run_1/registers.png
Drawn at 4 px/um. Other sequential cells in the stronger grey, the rest of the logic in the fainter grey.
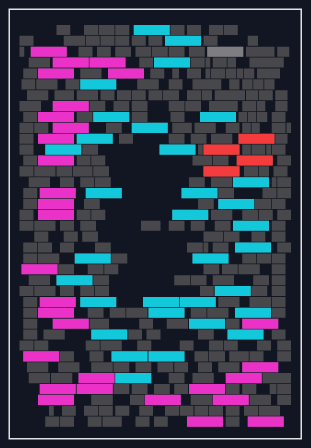
run_1/final_placement.png
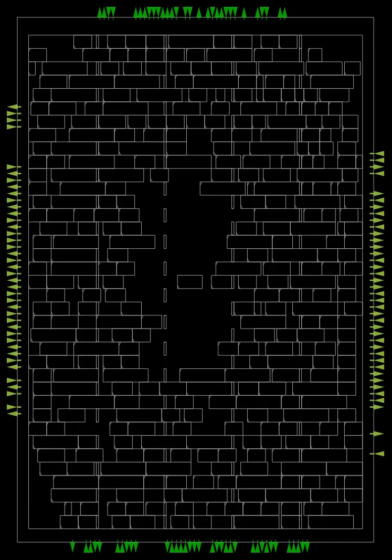
run_1/drive_strength.png
Drawn at 4 px/um.
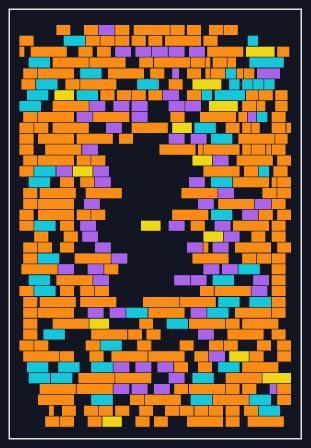
Design m_store_buf, sky130hd; sources not shown.
==> impl_metrics.csv, run 1 <==
group,metric,value,unit
outcome,run_status,"completed",
place,dp_hpwl,5338,um
place,post-place-ws,-151.8,ps
die,die_h,107.0,um
logic_synthesis,synth.most_common_cell,"dfrtp_1",
layout,fin_cells,431,
power_and_ir_drop,sequentialPowerShare,0.444,
setup_path,arrival,1710,ps
routing,finalWirelength,7324,um
run,warning_count,26,
logic_synthesis,syn_area,0.003182,sq mm
global_route,antenna_found_initial,0,
logic_synthesis,syn_inst,199,
logic_synthesis,yosysTopAreaCell,"dfrtp_1",
setup_path,worst_ep_required_time,1800,ps
final_timing,hold_viol_final,0,
routing,viasPerCell,5.179,
layout,insertedDiodeCount,0,
logic_synthesis,common_cells,"dfrtp_1, mux2_2, mux2_4, buf_4, buf_6",
final_timing,timing.fmax,452.8,MHz
routing,vias,2232,
logic_synthesis,ys_ff,67,
run,timing.max_cap.violations,0,
clock_network,path_clk_slew,70,ps
place,dp_cells,418,
clock_network,postCtsSetupRepairBufs,0,
power_and_ir_drop,p_comb_frac,0.350,
clock_network,cts_tree,"yes",
logic_synthesis,yosysSeqAreaShare,0.5269,
routing,wl_per_cell,16.99,um
global_route,grt_util_all_layers,0.2015,
routing,drtAntennaViolNets,0,
place,place_congestion,0.7393,
min_path,hold_class,"flip-flop to flip-flop",
setup_path,r2r_slack,740,ps
layout,largest_reg_flops,32,
place,numPortBuffers,140,
logic_synthesis,yosys_warnings,0,
setup_path,worstSetupEndpointType,"output port",
setup_path,critical_path_class,"input pin to output port",
power_and_ir_drop,switching_share,0.2424,
final_timing,rsz0062_at_grt,"no",
power_and_ir_drop,p_sw,0.8910,mW
power_and_ir_drop,vdd_drop_max,0.0004528,V
die,die_x,72.66,um
logic_synthesis,edf_count,0,
logic_synthesis,avgSynthCellArea,15.99,sq um
final_timing,finalMaxSlewViolations,0,
setup_path,critPathLaunchType,"input pin",
clock_network,htree_levels,3,
routing,drcViolationCount,0,
routing,drtPass1Iterations,4,
final_timing,period_used_share,0.9602,
logic_synthesis,ys.flop_type,"dfrtp_1",
final_timing,fin_crit,2208,ps
layout,layout.nets,424,
logic_synthesis,ys_chip_area,0.003182,sq mm
clock_network,clk_root_buffer_cell,"clkbuf_8",
power_and_ir_drop,power.internal,2.785,mW
clock_network,clock_path_buffers,2,
power_and_ir_drop,power.density,753.9,mW/mm^2
global_route,grt_start_max_net_pins,68,
global_route,grt_pass1_vias,2272,
setup_path,reg2reg_depth,4,
global_route,grt_overflow_total,0,
power_and_ir_drop,leakagePower,2.202,nW
logic_synthesis,synth.distinct_cells,23,
clock_network,numClockSinks,67,
clock_network,clk_latency,340,ps
logic_synthesis,topCellsByArea,"dfrtp_1, mux2_2, mux2_4",
logic_synthesis,ys_cells,199,
min_path,holdPathStages,1,
power_and_ir_drop,power.total,3.676,mW
die,ioPinCount,144,
logic_synthesis,top_area_frac,0.5269,
routing,drt_iter0_markers,82,
logic_synthesis,async_reset_ff_frac,1.000,
die,chipArea,0.007773,sq mm
layout,logic_area,0.001409,sq mm
layout,drive_gt1_frac,0.3513,
power_and_ir_drop,pwr-share-clk,0.207,
global_route,grt_pass1_wl,11360,um
die,core,0.006852,sq mm
layout,fill_cells,474,
clock_network,cts-buffers-inserted,9,
final_timing,setup_viol,0,
die,fp_util,0.4644,
setup_path,worstPathMaxFanout,5,
Back to the opening pictures, registers.png:
- mem_addr: magenta (flops 30; where spread over the die)
- mem_be: red (flops 4)
- mem_wdata: cyan (flops 32)
- not coloured: 1
sequential cell area share: 0.3439
fin util: 0.7117
Flop area: 0.001677 sq mm
P_seq: 1.63 mW

Back to the opening pictures, final_placement.png:
n_taps: 78
Flops: 67
row cnt: 37

Back to the opening pictures, drive_strength.png:
- drive 3 to 4: cyan (cells 49; most used mux2_4)
- drive 2: purple (cells 62; most used mux2_2)
- drive 6 and up: yellow (cells 13; most used clkbuf_8)
- drive 1 or less: orange (cells 229; most used clkdlybuf4s50_1)
area grow syn2layout: 53.24%
Post-Layout Inst Area: 0.004876 sq mm
Non-clk bufs: 154
fin worst setup slack: 91.54 ps

[run 1: area by class of cell]
class / count / area share
inverters: 2 / 0.001540
clock buffers: 11 / 0.02694
multi-input cells: 118 / 0.2889
flip-flops and latches: 67 / 0.3439
well taps: 78 / 0.02002
clock inverters: 1 / 0.001026
repair buffers: 154 / 0.3177
[run 1: kinds of logic (layout without fill, tap and decap cells)]
| family | Yosys count | after routing | share of synthesized area |
|---|---|---|---|
| muxes | 98 | 98 | 0.3909 |
| DFF | 67 | 67 | 0.5269 |
| buffers and inverters | 16 | 168 | 0.03736 |
| and+or+nand+nor | 11 | 11 | 0.02792 |
| AOI/OAI and AO/OA | 6 | 6 | 0.01573 |
| other | 1 | 3 | 0.001179 |
[run 1: worst max-delay path, stage by stage]
cell and delay (ps):
dlygate4sd2_1 300, nor4b_4 310, o21ai_0 140, nor2_1 110, clkdlybuf4s50_1 510
[run 1: placed cells by master (no fill, tap or decap), types with 2 or more instances in the layout]
cell type and n:
conb_1 3, clkbuf_8 9, clkbuf_1 2, buf_4 9, dlygate4sd2_1 4, buf_12 4, mux2_4 38, a31oi_1 2
mux2i_1 2, clkdlybuf4s50_1 135, nor2b_1 2, dfrtp_1 67, nand2b_1 2, mux2_2 58, a41o_1 2, inv_1 2
[run 1: through the flow]
step | setup TNS [ps] | hold WS (ps) | instance area, sq um
floorplan | 0 | -100.6 | 3189
global placement | -5032 | 242.3 | 4735
detailed placement | -5788 | 243.2 | 4735
CTS | 0 | 357.2 | 4876
global route | 0 | 376.1 | 4876
finish | 0 | 355.8 | 4876
[run 1: per-layer routing]
layer  vias up  part of all wire  global-route usage
li1       1010                 -                   -
met1      1117              0.41              0.2441
met2        94              0.51              0.3162
met3        11             0.063             0.06015
met4         0             0.015             0.07540
met5         -                 0                   -
[run 1: timing repair]
item / in CTS / in global routing
resized: 4 / 0
endpoints found under the setup margin: 1 / 0
hold buffers: 1 / 0
hold endpoints to repair: 67 / 0
[run 1: power groups by stage]
stage	clock network [mW]	registers [mW]	logic [mW]
floorplan	0	1.66	0.447
global placement	0	1.63	1.28
detailed placement	0	1.64	1.30
CTS	0.785	1.63	1.30
global route	0.834	1.67	1.36
finish	0.760	1.63	1.29
run_1/met3.png
Drawn at 2 px/um. Cells faint in the background.
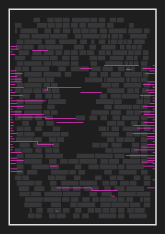

==> run 2, diff against run 1 <==
--- a/config.mk
+++ b/config.mk
@@ -11,8 +11,7 @@
 export DETAILED_ROUTE_END_ITERATION = 8
 export HOLD_SLACK_MARGIN = 0.15
 export MAX_ROUTING_LAYER = met4
-export PLACE_DENSITY = 0.86
-export SLEW_MARGIN = 25
+export PLACE_DENSITY = 0.85
 export SYNTH_ARGS = -nofsm -noshare
 export SYNTH_HDL_FRONTEND = slang
 export SYNTH_SLANG_ARGS = --single-unit
run_2/met3.png
Drawn at 2 px/um. Cells faint in the background.
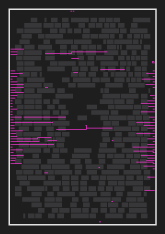
- nets with wire on the layer: 80
- share of all routed wire: 5.9%
- longest straight run: 21.4 um
- main direction: horizontal
- wire length on this layer: 432 um
WL final: 7387 um
met3 usage: 0.05263
via count: 2216

==> impl_metrics.csv, run 2 <==
group,metric,value,unit
outcome,run_status,"completed",
power_and_ir_drop,p_comb_frac,0.342,
die,fp_util,0.4644,
clock_network,postCtsSetupRepairBufs,0,
routing,drtAntennaViolNets,0,
place,numPortBuffers,140,
setup_path,arrival,1670,ps
final_timing,finalMaxSlewViolations,0,
min_path,holdPathStages,1,
logic_synthesis,async_reset_ff_frac,1.000,
clock_network,htree_levels,3,
final_timing,setup_viol,0,
layout,final_cell_area,0.004966,sq mm
place,place_congestion,0.8761,
power_and_ir_drop,sequentialPowerShare,0.429,
layout,layout.cells.most_common,"clkdlybuf4s50_1",
logic_synthesis,synth.most_common_cell,"dfrtp_1",
setup_path,critPathLaunchType,"input pin",
final_timing,period_used_share,0.9400,
layout,insertedDiodeCount,0,
die,ioPinCount,144,
clock_network,clk_root_buffer_cell,"clkbuf_8",
die,die_h,107.0,um
clock_network,clock_path_buffers,2,
routing,drt_iter0_markers,122,
global_route,grt_pass1_vias,2353,
die,row_count,37,
logic_synthesis,yosys_warnings,0,
run,timing.max_cap.violations,0,
global_route,grt_pass1_wl,11600,um
layout,largest_reg_flops,32,
run,warning_count,26,
setup_path,slowest_delay,490,ps
logic_synthesis,ys.flop_type,"dfrtp_1",
logic_synthesis,ys_chip_area,0.003182,sq mm
logic_synthesis,syn_area,0.003182,sq mm
logic_synthesis,ys_cells,199,
clock_network,path_clk_slew,60,ps
setup_path,critical_path_class,"input pin to output port",
layout,drive_gt1_frac,0.3719,
logic_synthesis,common_cells,"dfrtp_1, mux2_2, mux2_4, buf_4, buf_6",
setup_path,worstPathMaxFanout,3,
power_and_ir_drop,power.internal,2.875,mW
layout,fill_cells,487,
die,core,0.006852,sq mm
final_timing,timing.fmax,462.5,MHz
power_and_ir_drop,leakagePower,2.249,nW
setup_path,slowest_stage,"clkdlybuf4s50_1",
routing,viasPerCell,5.025,
routing,drcViolationCount,0,
setup_path,r2r_slack,710,ps
die,chipArea,0.007773,sq mm
power_and_ir_drop,power.density,762.8,mW/mm^2
die,die_x,72.66,um
setup_path,path_cells,"clkdlybuf4s50_1 -> nor4b_4 -> o21ai_2 -> nor2_1 -> dlygate4sd2_1",
final_timing,hold_viol_final,0,
layout,layout.nets,430,
layout,lay_top_cells,"clkdlybuf4s50_1, dfrtp_1, mux2_2",
logic_synthesis,yosysTopAreaCell,"dfrtp_1",
power_and_ir_drop,power.total,3.788,mW
final_timing,tns,0,ps
min_path,hold_class,"flip-flop to flip-flop",
clock_network,cts-buffers-inserted,9,
place,dp_hpwl,5398,um
setup_path,worstSetupEndpointType,"output port",
logic_synthesis,ys_ff,67,
power_and_ir_drop,pwr-share-clk,0.229,
logic_synthesis,synth.distinct_cells,23,
power_and_ir_drop,vdd_drop_max,0.0005082,V
logic_synthesis,avgSynthCellArea,15.99,sq um
power_and_ir_drop,p_sw,0.9132,mW
global_route,antenna_found_initial,0,
global_route,grt_overflow_total,0,
logic_synthesis,syn_inst,199,
setup_path,worst_ep_required_time,1800,ps
logic_synthesis,topCellsByArea,"dfrtp_1, mux2_2, mux2_4",
logic_synthesis,top_area_frac,0.5269,
logic_synthesis,yosysSeqAreaShare,0.5269,
logic_synthesis,edf_count,0,
power_and_ir_drop,switching_share,0.2411,
routing,drtPass1Iterations,4,
final_timing,rsz0062_at_grt,"no",
setup_path,reg2reg_depth,4,
clock_network,clk_latency,340,ps
global_route,grt_util_all_layers,0.2054,
clock_network,cts_tree,"yes",
clock_network,numClockSinks,67,
place,placed_cell_area,0.004780,sq mm
routing,wl_per_cell,16.75,um
final_timing,fin_crit,2162,ps
global_route,grt_start_max_net_pins,68,
layout,syn_to_final_growth,56.08,%
run_2/registers.png
Drawn at 4 px/um. Other sequential cells in the stronger grey, the rest of the logic in the fainter grey.
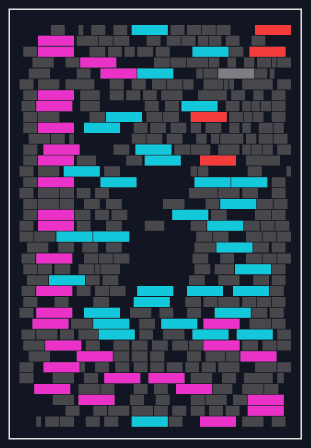
- mem_wdata: cyan (flops 32)
- mem_be: red (flops 4; where top right)
- mem_addr: magenta (flops 30)
- not coloured: 1
sequential cell area share: 0.3376
fin util: 0.7248

[run 2: layer usage]
metal  wire, um  up-vias  GRT usage
met1       3032     1083     0.2464
met3        431       15    0.05263
li1           -     1026          -
met4        212        0     0.1019
met5          0        -          -
met2       3710       92     0.3188
[run 2: per-stage QoR]
| step | hold slack, ps | cells | worst slack [ps] |
|---|---|---|---|
| floorplan | -100.6 | 201 | 520.7 |
| global placement | 240.8 | 424 | -166.9 |
| detailed placement | 242.4 | 424 | -180.9 |
| CTS | 358.0 | 441 | 81.41 |
| global route | 372.7 | 441 | 33.98 |
| finish | 355.6 | 441 | 138.0 |
[run 2: worst max-delay path: cells and delay by family]
kind            cells  cell delay [ps]
compound gates      1              110
buf+inv             2              730
simple gates        2              470
[run 2: cell families (layout without fill, tap and decap cells)]
logic type / Yosys count / after routing / synth area share
AND-OR/OR-AND: 6 / 6 / 0.01573
buffers and inverters: 16 / 178 / 0.03736
flip-flops: 67 / 67 / 0.5269
multiplexers: 98 / 98 / 0.3909
other: 1 / 3 / 0.001179
AND/OR/NAND/NOR: 11 / 11 / 0.02792
[run 2: cell type report]
type	instances	area [sq um]	share of cell area
flip-flops and latches	67	1677	0.3376
repair buffers	160	1598	0.3217
multi-input cells	118	1414	0.2847
clock buffers	14	162.7	0.03275
well taps	78	97.59	0.01965
clock inverters	2	10.01	0.002016
inverters	2	7.507	0.001512
[run 2: what timing repair did]
action                                  CTS  global route
gates resized                             3             1
endpoints found under the hold margin    67             0
pin swaps                                 2             1
cloned                                    0             0
endpoints found under the setup margin    1             1
hold buffers                              1             0
[run 2: power by group through the flow]
stage	clock [mW]	sequential [mW]	combinational, mW
3_3_place_gp	0	1.63	1.28
6_report	0.867	1.63	1.30
2_1_floorplan	0	1.66	0.447
3_5_place_dp	0	1.64	1.31
4_1_cts	0.891	1.63	1.31
5_1_grt	0.962	1.66	1.37
Power and IR drop assume default switching activity.
